`config.mk`:
```
export PLATFORM = sky130hd
export DESIGN_NAME = systolic_input_loader
export DESIGN_NICKNAME = d
export VERILOG_FILES = /design/src/rtl/systolic_input_loader.sv
export SDC_FILE = /design/constraint.sdc
export NUM_CORES = 1
export LEC_CHECK = 0
export ABC_AREA = 1
export CORE_MARGIN = 4
export CORE_UTILIZATION = 40
export CTS_CLUSTER_SIZE = 30
export DETAILED_ROUTE_END_ITERATION = 6
export GPL_TIMING_DRIVEN = 1
export PLACE_DENSITY = 0.67
export SYNTH_ARGS = -nofsm -noshare
export SYNTH_HDL_FRONTEND = slang
export SYNTH_SLANG_ARGS = --single-unit
```
`constraint.sdc`:
```
create_clock -name clk -period 2.5 [get_ports clk]
set_input_delay 0.25 -clock clk [delete_from_list [all_inputs] [get_ports clk]]
set_output_delay 0.25 -clock clk [all_outputs]
set_load 0.01 [all_outputs]
```
`src/rtl/systolic_input_loader.sv`:
```
// systolic_input_loader
//
// Upstream stage of the systolic array. It accepts a host word stream (top matrix
// row-major, then left matrix row-major) over valid/ready. It packs the words into
// RAM lines of MEM_PORT_WIDTH bits and writes them to the input RAM. Once a complete
// operand set is stored it kicks off the matmul FSM. When that FSM reports ready
// again, it pulses load_done.
//
// Ports
//   clk, rst        clock; synchronous active-high reset
//   load_start      1-cycle load request, honoured only when idle
//   in_valid/in_ready/in_data   host word stream (word 0 lands in the line LSBs)
//   mem_own         loader owns the RAM port (top-level mux select)
//   mem_addr, mem_wr_en, mem_wr_data   RAM line write port
//   fsm_rdy         matmul FSM ready
//   inputs_rdy      level: RAM holds a complete operand set
//   start_fsm, start_matmul   1-cycle start pulses, back to back
//   busy            not idle
//   load_done       1-cycle pulse when the run completes
module systolic_input_loader #(
  parameter int unsigned ROWS           = 4,
  parameter int unsigned COLS           = 4,
  parameter int unsigned WORD_SIZE      = 16,
  parameter int unsigned MEM_PORT_WIDTH = 64,
  parameter int unsigned BASE_ADDR      = 0
) (
  input  logic                      clk,
  input  logic                      rst,
  input  logic                      load_start,
  input  logic                      in_valid,
  output logic                      in_ready,
  input  logic [WORD_SIZE-1:0]      in_data,
  output logic                      mem_own,
  output logic [31:0]               mem_addr,
  output logic                      mem_wr_en,
  output logic [MEM_PORT_WIDTH-1:0] mem_wr_data,
  input  logic                      fsm_rdy,
  output logic                      inputs_rdy,
  output logic                      start_fsm,
  output logic                      start_matmul,
  output logic                      busy,
  output logic                      load_done
);

  localparam int unsigned Wpl   = MEM_PORT_WIDTH / WORD_SIZE;
  localparam int unsigned Total = 2 * ROWS * COLS;
  localparam int unsigned Lines = (Total + Wpl - 1) / Wpl;
  localparam int unsigned WordW = $clog2(Total + 1);
  localparam int unsigned SlotW = (Wpl > 1) ? $clog2(Wpl) : 1;
  localparam int unsigned LineW = $clog2(Lines + 1);

  if ((MEM_PORT_WIDTH % WORD_SIZE) != 0 || Wpl == 0) begin : g_bad_width
    $error("systolic_input_loader: MEM_PORT_WIDTH must be a multiple of WORD_SIZE");
  end

  typedef enum logic [2:0] {
    StIdle,
    StLoad,
    StFlush,
    StWaitRdy,
    StStart,
    StMatmul,
    StRun
  } state_e;

  state_e                    state_q, state_d;
  logic [WordW-1:0]          word_cnt_q, word_cnt_d;
  logic [SlotW-1:0]          slot_q, slot_d;
  logic [LineW-1:0]          line_cnt_q, line_cnt_d;
  logic [MEM_PORT_WIDTH-1:0] pack_q, pack_d;
  logic                      wr_en_q, wr_en_d;
  logic [MEM_PORT_WIDTH-1:0] wr_data_q, wr_data_d;
  logic [31:0]               addr_q, addr_d;
  logic                      seen_low_q, seen_low_d;
  logic                      load_done_q, load_done_d;

  logic                      accept;
  logic                      last_word;
  logic                      line_full;
  logic [MEM_PORT_WIDTH-1:0] line_word;

  assign accept    = in_valid && (state_q == StLoad);
  assign last_word = (word_cnt_q == WordW'(Total - 1));
  assign line_full = (slot_q == SlotW'(Wpl - 1));

  // Pack register with the incoming word merged into the current slot. The pack
  // register is cleared after every write, so untouched slots are already zero.
  always_comb begin
    line_word = pack_q;
    for (int k = 0; k < Wpl; k++) begin
      if (slot_q == SlotW'(k)) begin
        line_word[k*WORD_SIZE +: WORD_SIZE] = in_data;
      end
    end
  end

  always_comb begin
    state_d     = state_q;
    word_cnt_d  = word_cnt_q;
    slot_d      = slot_q;
    line_cnt_d  = line_cnt_q;
    pack_d      = pack_q;
    wr_en_d     = 1'b0;
    wr_data_d   = wr_data_q;
    addr_d      = addr_q;
    seen_low_d  = seen_low_q;
    load_done_d = 1'b0;

    unique case (state_q)
      StIdle: begin
        if (load_start) begin
          state_d    = StLoad;
          word_cnt_d = '0;
          slot_d     = '0;
          line_cnt_d = '0;
          pack_d     = '0;
          seen_low_d = 1'b0;
        end
      end
      StLoad: begin
        if (accept) begin
          word_cnt_d = word_cnt_q + 1'b1;
          if (line_full || last_word) begin
            // Line is registered now and appears on the write port next cycle.
            wr_en_d    = 1'b1;
            wr_data_d  = line_word;
            addr_d     = BASE_ADDR + 32'(line_cnt_q);
            line_cnt_d = line_cnt_q + 1'b1;
            slot_d     = '0;
            pack_d     = '0;
          end else begin
            pack_d = line_word;
            slot_d = slot_q + 1'b1;
          end
          if (last_word) begin
            state_d = StFlush;
          end
        end
      end
      StFlush: begin
        // The final line write is on the port during this cycle.
        state_d = StWaitRdy;
      end
      StWaitRdy: begin
        if (fsm_rdy) begin
          state_d = StStart;
        end
      end
      StStart: begin
        state_d = StMatmul;
      end
      StMatmul: begin
        state_d    = StRun;
        seen_low_d = 1'b0;
      end
      StRun: begin
        // The run is over only once fsm_rdy has dropped and then come back.
        if (!fsm_rdy) begin
          seen_low_d = 1'b1;
        end else if (seen_low_q) begin
          state_d     = StIdle;
          load_done_d = 1'b1;
        end
      end
      default: begin
        state_d = StIdle;
      end
    endcase
  end

  always_ff @(posedge clk) begin
    if (rst) begin
      state_q     <= StIdle;
      word_cnt_q  <= '0;
      slot_q      <= '0;
      line_cnt_q  <= '0;
      pack_q      <= '0;
      wr_en_q     <= 1'b0;
      wr_data_q   <= '0;
      addr_q      <= '0;
      seen_low_q  <= 1'b0;
      load_done_q <= 1'b0;
    end else begin
      state_q     <= state_d;
      word_cnt_q  <= word_cnt_d;
      slot_q      <= slot_d;
      line_cnt_q  <= line_cnt_d;
      pack_q      <= pack_d;
      wr_en_q     <= wr_en_d;
      wr_data_q   <= wr_data_d;
      addr_q      <= addr_d;
      seen_low_q  <= seen_low_d;
      load_done_q <= load_done_d;
    end
  end

  always_comb begin
    in_ready     = (state_q == StLoad);
    mem_own      = (state_q == StLoad) || (state_q == StFlush);
    mem_wr_en    = wr_en_q;
    mem_addr     = addr_q;
    mem_wr_data  = wr_data_q;
    inputs_rdy   = (state_q == StWaitRdy) || (state_q == StStart) ||
                   (state_q == StMatmul) || (state_q == StRun);
    start_fsm    = (state_q == StStart);
    start_matmul = (state_q == StMatmul);
    busy         = (state_q != StIdle);
    load_done    = load_done_q;
  end

endmodule

```
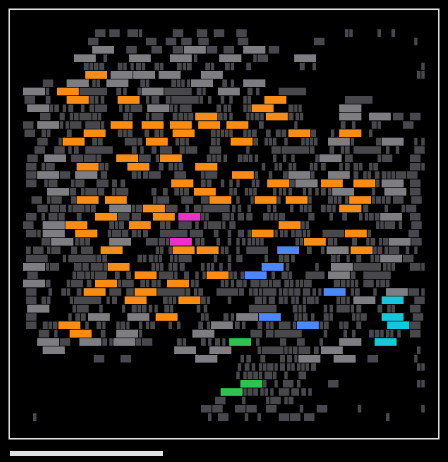
Figure 1: run 1, where the registers sit.
The bar under the picture is 50 um long.
legend:
  orange:
    signal: `pack_q`
    placed_flops: 64
  magenta:
    signal: `slot_q`
    placed_flops: 2
  cyan:
    signal: `mem_addr`
    placed_flops: 4
    where: lower right
  green:
    signal: `state_q`
    placed_flops: 3
  blue:
    signal: `word_cnt_q`
    placed_flops: 6
not coloured: 71
Flop area: 3000 sq um
register share of the cell area: 35.9%
seq pwr: 2.99 mW

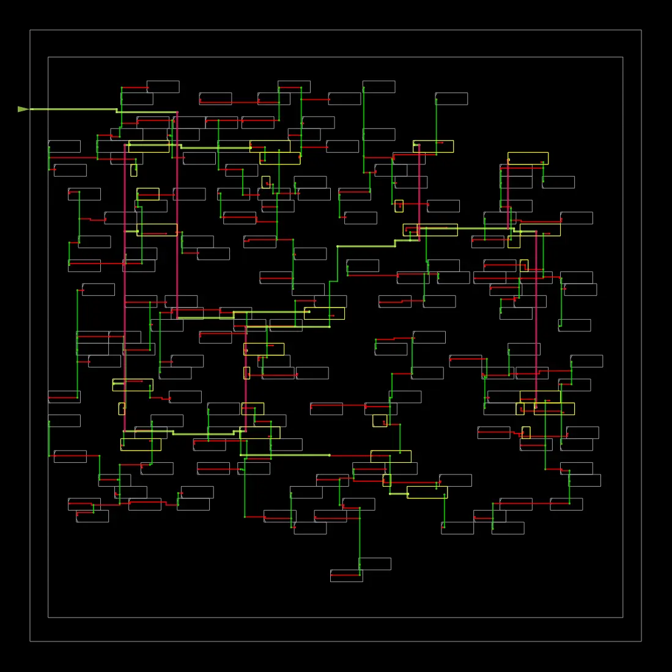
Figure 2: run 1, the clock network.
flop count: 150
clock group power: 2.28 mW

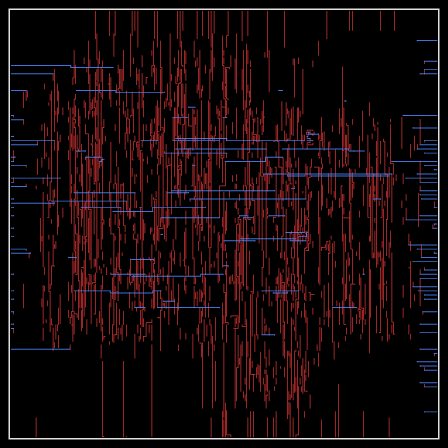
Figure 3: run 1, metal layers overlaid.
Only two layers are drawn.
legend:
  blue:
    layer: M3
    wire_length: 1080 um
  red:
    layer: M2
    wire_length: 7840 um
detailed-route wire length per cell: 14.2 um
total global-route track usage: 17.8%
vias after detailed routing: 6025
Total Wirelength: 17.4 mm

==> metrics.yaml, run 1 <==
status:
  status: "complete, no violations"
synthesis:
  post_synth_main_logic_family: "simple AND/OR/NAND/NOR gates"
  yosys.area_share.aoi_pct: 14.2
  yosys-stat-cells: 934
  post_synthesis_share_of_cell_area_spent_on_xor_and_xnor_gates_pct: 0
  edf_count: 0
  synth.yosys.seq_area_share_pct: 43.4
  synthArstFlopShare_pct: 0
  flop_cell: "dfxtp_1"
  yosys_area_sq_um: 6910
  syn_area_sq_um: 6910
  muxShareOfSynthArea_pct: 5.21
  syn_avg_cell_area_sq_um: 7.40
  synth_warnings: 0
  post_synth_inst_count: 934
  netlist-cell-type-count: 32
  adder_share_pct: 1.09
  post_synth_and_or_nand_nor_area_fraction_pct: 25.0
setup_path:
  path_cells: "nand2_1, nor2_4, clkdlybuf4s50_1"
  worst-path-max-fanout: 15
  worst_setup_path_start_kind: "flip-flop"
  timing.critical_path.slowest_stage_cell: "clkdlybuf4s50_1"
  critical_path.top_delay_family: "buffers and inverters"
  data_arrival_time_of_the_worst_path_ns: 2.08
  critPathMaxStageDelay_ns: 0.64
  worstPathRequired_ns: 2.25
  critPathKind: "flip-flop to output port"
  worstPathBufferInverterCount: 1
  worstSetupEndpointType: "output port"
layout:
  diodes: 0
  total_non_filler_cell_area_in_the_finished_layout_sq_um: 8360
  post_route_cells_drive_above_1_share_pct: 11.2
  areaGrowthSynthToFinish_pct: 21.0
  layout.nets: 1026
clocking:
  clk_transition_reported_paths_ns: 0.06
  clockBufferDepth: 2
  worst_skew_pair.late_latency_ns: 0.43
  cts-root-buf: "clkbuf_16"
  cts_max_level: 4
  cts_tree: "done"
  holdBufCountCts: 0
  cts-buffers-inserted: 17
  post_cts_resized: 0
  post-cts-setup-buffer-count: 0
timing:
  max_slew_margin_pct: 53.0
  timing.final.max_slew_violations: 0
  timing.hold.ws_ns: 0.322
  finalWorstPathRequiredPeriod_ns: 2.33
  setup_total_negative_slack_ns: 0
  rsz0062_at_grt: "no"
  report.final.hold_viol_count: 0
  clock-skew-final_ns: 0.00685
  post-route-period-util_pct: 93.3
  maxClockFrequency_ghz: 0.429
  finalSetupViolations: 0
  tightest_slew_ns: 0.705
detailed_routing:
  drt_drc_violations_left: 0
  route.met3.wl_mm: 1.08
  dr.max_layer_used: "met4"
  detail_route.iter0.violations: 430
  ant_nets: 0
  dr.pass1.iters: 5
  detailroute.wirelength.met2_mm: 7.84
  route.detailed.vias_per_inst: 4.89
floorplan:
  floorplanUtilization_pct: 41.2
  chip_footprint_sq_um: 19400
  die_height_um: 139
  die_w_um: 139
  placeable_core_region_sq_um: 16800
  rows: 47
power_and_ir_drop:
  total_power_draw_mw: 7.61
  power.static_leakage_nw: 3.23
  max-vdd-ir-drop_v: 0.000576
  cellPowerDensity_nw_per_um2: 910
place:
  gp_routability_congestion: 0.816
  post-dp-hpwl_mm: 11.2
  port-buffer-count: 96
  dpl_cell_area_sq_um: 7840
global_route:
  number_of_global_route_vias_before_repair: 5614
  antenna_found_initial: 0
  pin_count_of_the_biggest_net_entering_global_routing: 110
  global_route.overflow_total: 0
  grt_first_pass_wirelength_mm: 28.1
hold_path:
  worst_min_path_class: "input port to flip-flop"
run:
  drv_cap: 0
  log.warning_count: 31
[run 1: per-layer routing]
metal / GRT usage (%) / vias to the layer above
met3: 3.74 / 25
met1: 24.3 / 2750
met4: 7.26 / 0
met2: 27.5 / 177
met5: 0 / -
li1: - / 3073
[run 1: power by group]
part           internal [mW]  switching, mW  total [mW]
clock                   1.30          0.979        2.28
sequential              2.77          0.223        2.99
combinational          0.844           1.49        2.34
[run 1: synth_stat cells, drive strengths merged, types with 6 or more instances]
master  count  area share, %
a21oi     120            9.2
nand3      19            1.6
inv        48            2.6
dfxtp     150             43
nor3       10           0.72
o21ai      63            4.6
ha          6            1.1
nand4      12            1.1
buf        65            6.8
clkbuf     28            1.5
nand2     298             17
mux2       32            5.2
nor2       74            4.6
[run 1: logic make-up (layout without fill, tap and decap cells)]
kind of cell,after synthesis,in the layout
other cells,1,28
simple gates,416,416
mux,32,32
fa+ha+maj,6,6
flops,150,150
buf+inv,142,192
compound gates,187,187
[run 1: stage by stage]
step,setup WS [ns],utilization (%),std cells
after floorplan,0.929,-,961
after global placement,0.579,46.8,1200
after detailed placement,0.559,46.8,1200
after CTS,0.157,49.9,1231
after global routing,0.0615,49.9,1231
final,0.167,49.9,1231
[run 1: area by class of cell]
cell class	count	area (sq um)
fill	1656	8400
clock inverter	9	55.1
sequential	150	3000
tap	220	275
timing repair buffer	112	1130
multi-input combinational	669	3250
inverter	49	185
clock buffer	22	464
[run 1: path summary, 6_finish.rpt]
path / slack (ns) / start / cells after the start / to
worst max-delay path: 0.17 / state_q[0] / 3 / in_ready
worst min-delay path: 0.32 / rst / 5 / state_q[1]
worst max register to register: 0.54 / state_q[2] / 7 / pack_q[46]
worst min register to register: 0.44 / pack_q[52] / 2 / pack_q[52]
[run 1: cell usage in the layout (no fill, tap or decap), drive strengths merged]
master / instances
nand2: 298
dfxtp: 150
a21oi: 120
clkdlybuf4s50: 95
nor2: 74
o21ai: 63
inv: 48
mux2: 32
conb: 28
clkbuf: 22
nand3: 19
buf: 17
nand4: 12
nor3: 10
clkinv: 9
ha: 6
nand3b: 2
o21bai: 2
o211ai: 2
or2: 1
clkinvlp: 1
[run 1: registers in the layout, summed over array words and instances (netlist names)]
name	flops
load_done	1
line_cnt_q	4
state_q	3
seen_low_q	1
mem_wr_data	64
pack_q	64
mem_wr_en	1
slot_q	2
mem_addr	4
word_cnt_q	6
[run 1: worst register-to-register path: cells and delay by family (launching register included)]
family	cells	cell delay (ns)
flip-flops	1	0.59
buffers and inverters	3	0.60
AND/OR/NAND/NOR	2	0.33
AND-OR/OR-AND	2	0.38
==> run 2, diff against run 1 <==
- CORE_ASPECT_RATIO: unset -> 1.75
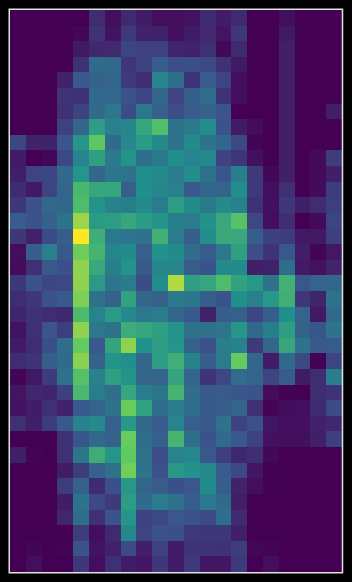
Figure 4: run 2, wire density map.
The die is cut into 21 by 36 equal tiles; dark purple is low, yellow is high, scaled to the fullest tile. Values are wire area over tile area, all layers added.
nearly empty tiles: 21%
mean over tiles: 0.15
fullest tile: 0.62
tiles over half the peak: 12%
emptiest ninth of the die: upper right
densest ninth of the die: centre

==> run 2 against run 1 <==
Clock skew is 0.0026 ns higher. Total power up 3.9%. Cell count rose by 0.65%. Cell area rose by 0.70%. Synthesized area stayed put.
==> metrics.yaml, run 2 <==
layout:
  total_non_filler_cell_area_in_the_finished_layout_sq_um: 8420  # +0.70%
  fillers: 1698  # +2.5%
  final_common_cell: "nand2_1"
  post_route_cells_drive_above_1_share_pct: 11.3  # +0.088 points
  areaGrowthSynthToFinish_pct: 21.8
  layout.cells.most_common_list: "nand2_1 (285), dfxtp_1 (150), a21oi_1 (110)"
  diodes: 0  # unchanged
run:
  drv_cap: 0  # unchanged
  log.warning_count: 29  # -6.5%
synthesis:
  yosys.area_share.aoi_pct: 14.2  # unchanged
  ys_top_cells_by_count: "nand2_1 (285), dfxtp_1 (150), a21oi_1 (110)"
  netlist-cell-type-count: 32  # unchanged
  netlist.top_cell.by_instances: "nand2_1"
  synthArstFlopShare_pct: 0  # unchanged
  adder_share_pct: 1.09  # unchanged
  yosys_area_sq_um: 6910  # unchanged
  post_synth_inst_count: 934  # unchanged
  post_synth_and_or_nand_nor_area_fraction_pct: 25.0  # unchanged
  edf_count: 0  # unchanged
  syn_avg_cell_area_sq_um: 7.40  # unchanged
  synth.yosys.seq_area_share_pct: 43.4  # unchanged
  synth_warnings: 0  # unchanged
  muxShareOfSynthArea_pct: 5.21  # unchanged
  syn_area_sq_um: 6910  # unchanged
  yosys-stat-cells: 934  # unchanged
  netlist_top_cells_area: "dfxtp_1 (43%), nand2_1 (15%), a21oi_1 (8.0%), mux2_2 (5.2%), o21ai_0 (4.5%)"
  post_synthesis_share_of_cell_area_spent_on_xor_and_xnor_gates_pct: 0  # unchanged
  flop_cell: "dfxtp_1"
global_route:
  global_route.overflow_total: 0  # unchanged
  pin_count_of_the_biggest_net_entering_global_routing: 50  # -55%
  grt_first_pass_wirelength_mm: 28.9  # +2.7%
  antenna_found_initial: 0  # unchanged
  number_of_global_route_vias_before_repair: 5864  # +4.5%
hold_path:
  min_delay_path_depth: 2  # -3
  hold_worst_path_end: "mem_wr_data[34]"
  worst_min_path_class: "input port to flip-flop"
  hold_wc_startpoint: "rst"
place:
  post-dp-hpwl_mm: 12.4  # +11%
  port-buffer-count: 96  # unchanged
  dpl_cell_area_sq_um: 7830  # -0.11%
  gp_routability_congestion: 0.841  # +3.1%
clocking:
  clockBufferDepth: 2  # unchanged
  holdBufCountCts: 0  # unchanged
  post_cts_resized: 0  # unchanged
  cts_tree: "done"
  cts-buffers-inserted: 17  # unchanged
  cts-root-buf: "clkbuf_16"
detailed_routing:
  routed-via-count: 6138  # +1.9%
  route.detailed.vias_per_inst: 4.95  # +1.2%
  routed_wl_mm: 18.2  # +4.2%
  detail_route.iter0.violations: 369  # -14%
  ant_nets: 0  # unchanged
  routedWlPerCell_um: 14.7  # +3.6%
setup_path:
  worst_r2r_path_depth: 7  # unchanged
  worst_setup_path_start_kind: "flip-flop"
  worstReg2RegEnd: "pack_q[15]"
  worstPathRequired_ns: 2.25  # about the same
  critPathKind: "flip-flop to output port"
  startpoint_of_the_most_critical_register_to_register_path: "slot_q[0]"
timing:
  rsz0062_at_grt: "no"
  report.final.hold_viol_count: 0  # unchanged
  post-route-period-util_pct: 90.9  # -2.5 points
  finalWorstPathRequiredPeriod_ns: 2.27  # -0.0620 ns
  max_slew_margin_pct: 60.6  # +7.6 points
  tightest_slew_ns: 0.589  # -0.116 ns
  finalSetupViolations: 0  # unchanged
  clock-skew-final_ns: 0.00945  # +0.00260 ns
  setup_total_negative_slack_ns: 0  # unchanged
power_and_ir_drop:
  total_power_draw_mw: 7.91  # +3.9%
  max-vdd-ir-drop_v: 0.000534  # -7.3%
  power.static_leakage_nw: 3.25  # +0.73%
status:
  status: "complete, no violations"
floorplan:
  floorplanUtilization_pct: 40.8  # -0.46 points
  placeable_core_region_sq_um: 16900  # +1.1%
  chip_footprint_sq_um: 19500  # +0.42%
  rows: 63  # +34%
  die_w_um: 107  # -23%
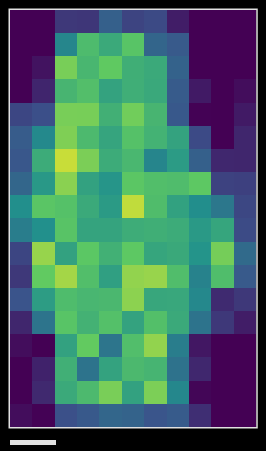
Figure 5: run 2, cell density map.
The bar under the picture is 20 um long. The die is cut into 11 by 18 equal tiles; dark purple is low, yellow is high, 0 to 100% covered.
fullest tile: 92%
nearly empty tiles: 16%
emptiest ninth of the die: upper right
mean over tiles: 42%
densest ninth of the die: centre

## run 2: per-stage QoR
stage	std cells	setup slack (ns)	hold slack, ns	utilization, %
after global placement	1208	0.540	0.430	46.2
after CTS	1239	0.214	0.292	49.7
after detailed placement	1208	0.522	0.432	46.2
after floorplan	961	0.929	0.405	-
final	1239	0.229	0.292	49.7
after global routing	1239	0.0826	0.304	49.7
## run 2: logic make-up after synthesis
kind of cell / Yosys count
fa+ha+maj: 6
mux: 32
compound gates: 187
other cells: 1
buf+inv: 142
flops: 150
simple gates: 416
## run 2: cell type report
type | count | area [sq um] | share of cell area [%]
multi-input combinational | 669 | 3250 | 38.6
sequential | 150 | 3000 | 35.7
timing repair buffer | 113 | 1110 | 13.2
clock buffer | 24 | 492 | 5.84
tap | 227 | 284 | 3.37
inverter | 49 | 185 | 2.20
clock inverter | 7 | 95.1 | 1.13
## run 2: worst max-delay path by stage
stage	startpoint	end	slack, ns	depth (start not counted)
floorplan	slot_q[0]	pack_q[6]	0.93	11
global placement	slot_q[0]	pack_q[8]	0.54	7
detailed placement	slot_q[0]	pack_q[23]	0.52	7
CTS	state_q[2]	inputs_rdy	0.21	5
global route	state_q[2]	inputs_rdy	0.08	5
finish	state_q[2]	inputs_rdy	0.23	5
## run 2: worst max-delay path, cell delays in order, from the launching register on
cell and delay (ns):
dfxtp_1 0.61, nand2_1 0.17, nor2_1 0.16, inv_1 0.08, nand2_1 0.07, clkdlybuf4s50_1 0.53
## run 2: routing by layer
layer / share of wire, % / track usage, %
met1: 42 / 21.5
met2: 50 / 32.6
met3: 4.1 / 3.13
met4: 3.9 / 9.15
met5: 0 / 0
## run 2: where the power goes
group | total, mW | internal, mW | switching, mW
logic | 2.37 | 0.836 | 1.54
clock network | 2.53 | 1.57 | 0.962
registers | 3.00 | 2.77 | 0.232
No activity file was given, so power comes from the tool's default toggle rates.
